### Placement by cell class

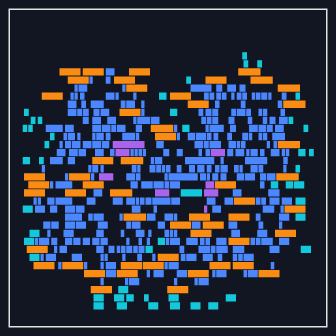
### Routed clock nets over the placement

Bar = 20 µm.
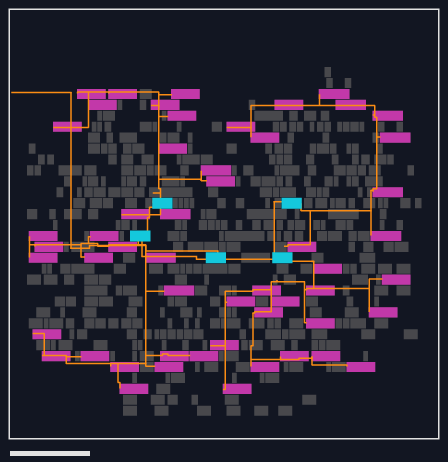
### Wiring heat map

The die is cut into 21 by 21 equal tiles; dark blue is low, red is high, scaled to the fullest tile. Values are wire area over tile area, all layers added.
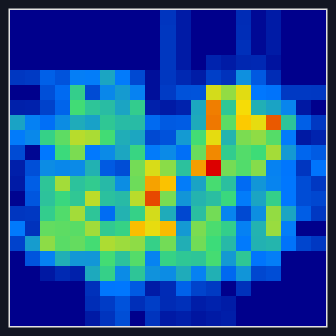
### Cell density map

Bar = 20 µm. The die is cut into 11 by 11 equal tiles; dark blue is low, red is high, 0 to 100% covered.
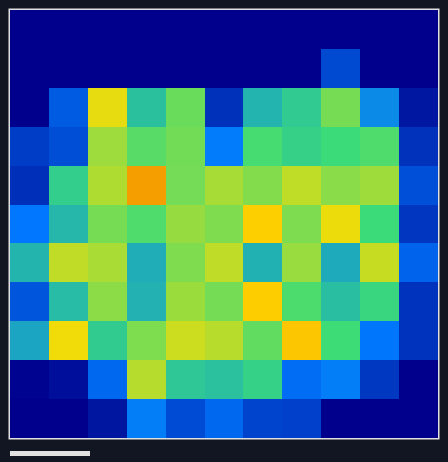
**src/rtl/clkdiv_sched.sv**
```systemverilog
// clkdiv_sched: programmable divide-by-N strobe scheduler.
//
// Emits a one-cycle `tick` every `cur_div` clocks while running. A new
// divisor/burst is taken over a valid/ready handshake and only ever takes
// effect on a period boundary (or when the scheduler goes idle), so tick
// spacing never glitches. A nonzero burst length stops the run after that
// many ticks and pulses `done`.
//
// Handshake: a configuration transfers on any rising clk edge where
// cfg_valid && cfg_ready are both high. cfg_ready is low only while one
// configuration is already held waiting for a period boundary.
//
// Ports:
//   clk, reset   system clock; synchronous active-high reset
//   en           level enable; rising edge starts a run, low stops it
//   cfg_valid    configuration offer (cfg_div, cfg_burst)
//   cfg_ready    configuration accept
//   cfg_div      requested divisor N (0 is rejected via cfg_err)
//   cfg_burst    ticks per run, 0 = free-run
//   tick         strobe, high one cycle per period
//   busy         scheduler is not idle
//   done         one-cycle pulse after a burst completes
//   cfg_err      one-cycle pulse after a cfg with cfg_div==0 was accepted
//   cur_div      divisor currently in force
//   tick_cnt     ticks emitted in the current run, saturating
//   dbg_state    raw FSM state for observation
module clkdiv_sched #(
  parameter int W           = 8,
  parameter int DEFAULT_DIV = 3
) (
  input  logic         clk,
  input  logic         reset,
  input  logic         en,
  input  logic         cfg_valid,
  output logic         cfg_ready,
  input  logic [W-1:0] cfg_div,
  input  logic [W-1:0] cfg_burst,
  output logic         tick,
  output logic         busy,
  output logic         done,
  output logic         cfg_err,
  output logic [W-1:0] cur_div,
  output logic [W-1:0] tick_cnt,
  output logic [1:0]   dbg_state
);

  localparam logic [1:0] IDLE = 2'd0;
  localparam logic [1:0] RUN  = 2'd1;
  localparam logic [1:0] PEND = 2'd2;

  logic [1:0]   state_q, state_d;
  logic [W-1:0] cnt_q, cnt_d;
  logic [W-1:0] div_q, div_d;
  logic [W-1:0] burst_q, burst_d;
  logic [W-1:0] pend_div_q, pend_div_d;
  logic [W-1:0] pend_burst_q, pend_burst_d;
  logic [W-1:0] tick_cnt_q, tick_cnt_d;
  logic         en_q, en_d;
  logic         done_q, done_d;
  logic         cfg_err_q, cfg_err_d;

  logic         cfg_xfer;
  logic         cfg_ok;
  logic         tick_now;
  logic         last;
  logic [W-1:0] tick_cnt_inc;
  logic         burst_hit;

  // All outputs decode registered state only.
  assign tick      = (state_q != IDLE) && (cnt_q == '0);
  assign busy      = (state_q != IDLE);
  assign cfg_ready = (state_q != PEND);
  assign done      = done_q;
  assign cfg_err   = cfg_err_q;
  assign cur_div   = div_q;
  assign tick_cnt  = tick_cnt_q;
  assign dbg_state = state_q;

  assign cfg_xfer     = cfg_valid && cfg_ready;
  assign cfg_ok       = cfg_xfer && (cfg_div != '0);
  assign tick_now     = tick;
  assign last         = (cnt_q == div_q - 1'b1);
  assign tick_cnt_inc = (tick_cnt_q == '1) ? tick_cnt_q : tick_cnt_q + 1'b1;
  // Compare against the count this tick produces, using the burst in force.
  assign burst_hit    = tick_now && (burst_q != '0) && (tick_cnt_inc == burst_q);

  always_comb begin
    state_d      = state_q;
    cnt_d        = cnt_q;
    div_d        = div_q;
    burst_d      = burst_q;
    pend_div_d   = pend_div_q;
    pend_burst_d = pend_burst_q;
    tick_cnt_d   = tick_cnt_q;
    en_d         = en;
    done_d       = 1'b0;
    cfg_err_d    = cfg_xfer && (cfg_div == '0);

    if (state_q == IDLE) begin
      cnt_d = '0;
      // Applied on the same edge as a start, so the first period uses it.
      if (cfg_ok) begin
        div_d   = cfg_div;
        burst_d = cfg_burst;
      end
      if (en && !en_q) begin
        state_d    = RUN;
        tick_cnt_d = '0;
      end
    end else begin
      if (tick_now) begin
        tick_cnt_d = tick_cnt_inc;
      end
      if (!en || burst_hit) begin
        // Going idle: any held or freshly offered cfg lands now.
        state_d = IDLE;
        cnt_d   = '0;
        done_d  = burst_hit;
        if (state_q == PEND) begin
          div_d   = pend_div_q;
          burst_d = pend_burst_q;
        end else if (cfg_ok) begin
          div_d   = cfg_div;
          burst_d = cfg_burst;
        end
      end else begin
        cnt_d = last ? '0 : cnt_q + 1'b1;
        if (state_q == PEND) begin
          if (last) begin
            div_d   = pend_div_q;
            burst_d = pend_burst_q;
            state_d = RUN;
          end
        end else if (cfg_ok) begin
          if (last) begin
            div_d   = cfg_div;
            burst_d = cfg_burst;
          end else begin
            pend_div_d   = cfg_div;
            pend_burst_d = cfg_burst;
            state_d      = PEND;
          end
        end
      end
    end
  end

  always_ff @(posedge clk) begin
    if (reset) begin
      state_q      <= IDLE;
      cnt_q        <= '0;
      div_q        <= W'(DEFAULT_DIV);
      burst_q      <= '0;
      pend_div_q   <= '0;
      pend_burst_q <= '0;
      tick_cnt_q   <= '0;
      en_q         <= 1'b0;
      done_q       <= 1'b0;
      cfg_err_q    <= 1'b0;
    end else begin
      state_q      <= state_d;
      cnt_q        <= cnt_d;
      div_q        <= div_d;
      burst_q      <= burst_d;
      pend_div_q   <= pend_div_d;
      pend_burst_q <= pend_burst_d;
      tick_cnt_q   <= tick_cnt_d;
      en_q         <= en_d;
      done_q       <= done_d;
      cfg_err_q    <= cfg_err_d;
    end
  end

endmodule
```
**config.mk**
```make
export PLATFORM = sky130hd
export DESIGN_NAME = clkdiv_sched
export DESIGN_NICKNAME = d
export VERILOG_FILES = /design/src/rtl/clkdiv_sched.sv
export SDC_FILE = /design/constraint.sdc
export NUM_CORES = 1
export LEC_CHECK = 0
export CAP_MARGIN = 40
export CORE_MARGIN = 4
export CORE_UTILIZATION = 35
export CTS_CLUSTER_DIAMETER = 40
export CTS_CLUSTER_SIZE = 12
export DETAILED_ROUTE_END_ITERATION = 6
export HOLD_SLACK_MARGIN = 0.1
export PLACE_DENSITY = 0.61
export SLEW_MARGIN = 40
export SYNTH_ARGS = -nofsm -noshare
export SYNTH_HDL_FRONTEND = slang
export SYNTH_SLANG_ARGS = --single-unit
```
**constraint.sdc**
```tcl
create_clock -name clk -period 3.25 [get_ports clk]
set_input_delay 0.325 -clock clk [delete_from_list [all_inputs] [get_ports clk]]
set_output_delay 0.325 -clock clk [all_outputs]
set_load 0.1 [all_outputs]
```
==> job_summary.md <==
## Implementation flow summary

| Metric | Value |
|---|---|
| Gpl congestion | `0.8299` |
| Top cells, area | `dfxtp_1 31%, mux2i_1 7.1%, nor2_1 4.6%, a21oi_1 3.7%, xnor2_1 3.1%` |
| IO buf count | `42` |
| Maxcap violations | `0` |
| Max frequency | `327.0 MHz` |
| CP Class | `register to register` |
| RSZ-0062 raised after global routing | `no` |
| Final instance area | `0.003920 mm²` |
| Leak | `1.617 nW` |
| Post-cts resize count | `0` |
| Complex-gate fraction of the synthesized area | `24.94%` |
| Non-clock inverters | `20` |
| And+or+nand+nor area frac | `21.22%` |
| Peak supply drop | `0.2266 mV` |
| Late-Pin Clk Latency | `0.31 ns` |
| Slowest cell on crit path | `o31a_4` |
| Grt peak-use layer | `met2` |
| Pint | `1.069 mW` |
| Die H | `106.6 µm` |
| Final net count | `453` |
| Filler cells | `986` |
| DRC Markers | `0` |
| Rel. slew slack | `50.95%` |
| ANT cells | `0` |
| H-tree levels | `2` |
| Global route overflow | `0` |
| DIE AREA | `0.01136 mm²` |
| Initial antenna violation count | `0` |
| Ys async rst share | `0%` |
| Outcome | `finished clean` |
| Syn nets | `423` |
| Top power group | `sequential cells` |
| Clk slew on worst S/H paths | `0.10 ns` |
| Placed cell count | `551` |
| Flop+latch power | `0.728 mW` |
| Post-DP HPWL | `6364 µm` |
| Final Non-Filler Cells | `559` |
| Core area | `0.009371 mm²` |
| Clock network power | `0.454 mW` |
| Synth Area per Inst | `8.526 µm²` |
| CTS Buf Count | `5` |
| Placed cell area | `0.003804 mm²` |
| Mapped Area | `0.003402 mm²` |
| Number of logged tool warnings | `27` |
| Met1 usage | `19.85%` |
| First-pass GRT wire length | `14330 µm` |
Notes on 'Placement by cell class' above:
[remaining logic cells] blue | cells: 321 | share of their area: 58%
[sequential cells] orange | cells: 53 | share of their area: 29%
[remaining buffers and delay cells] cyan | cells: 48 | share of their area: 10%
[clock drivers and dummy loads] purple | cells: 8 | share of their area: 3.0%

Notes on 'Routed clock nets over the placement' above:
[clock-net drivers] cyan | count: 5
[flip-flops] magenta | count: 53
[clock wires] orange | length: 692 µm
flops lie: spread over the die

Notes on 'Wiring heat map' above:
tiles over half the peak: 16%
mean over tiles: 0.12
nearly empty tiles: 27%
densest ninth of the die: center

Notes on 'Cell density map' above:
densest ninth of the die: center
mean over tiles: 33%
tiles over 75% full: 3.3%
emptiest ninth of the die: north-west
fullest tile: 82%

==> worst max path at each step <==
stage                              from                          to  slack, ns  cells past startpoint
2_1_floorplan  tick_cnt[6]$_SDFFE_PP0P_  pend_div_q[2]$_SDFFE_PP0P_       0.01                     10
3_3_place_gp   tick_cnt[0]$_SDFFE_PP0P_     cur_div[0]$_SDFFE_PP1P_       0.23                      8
3_5_place_dp   tick_cnt[0]$_SDFFE_PP0P_     cur_div[0]$_SDFFE_PP1P_       0.18                      8
4_1_cts        tick_cnt[0]$_SDFFE_PP0P_     cur_div[0]$_SDFFE_PP1P_       0.16                      8
5_1_grt        tick_cnt[0]$_SDFFE_PP0P_     burst_q[7]$_SDFFE_PP0P_       0.02                      9
6_report       tick_cnt[0]$_SDFFE_PP0P_     cur_div[0]$_SDFFE_PP1P_       0.19                      8
Power and IR drop assume default switching activity.
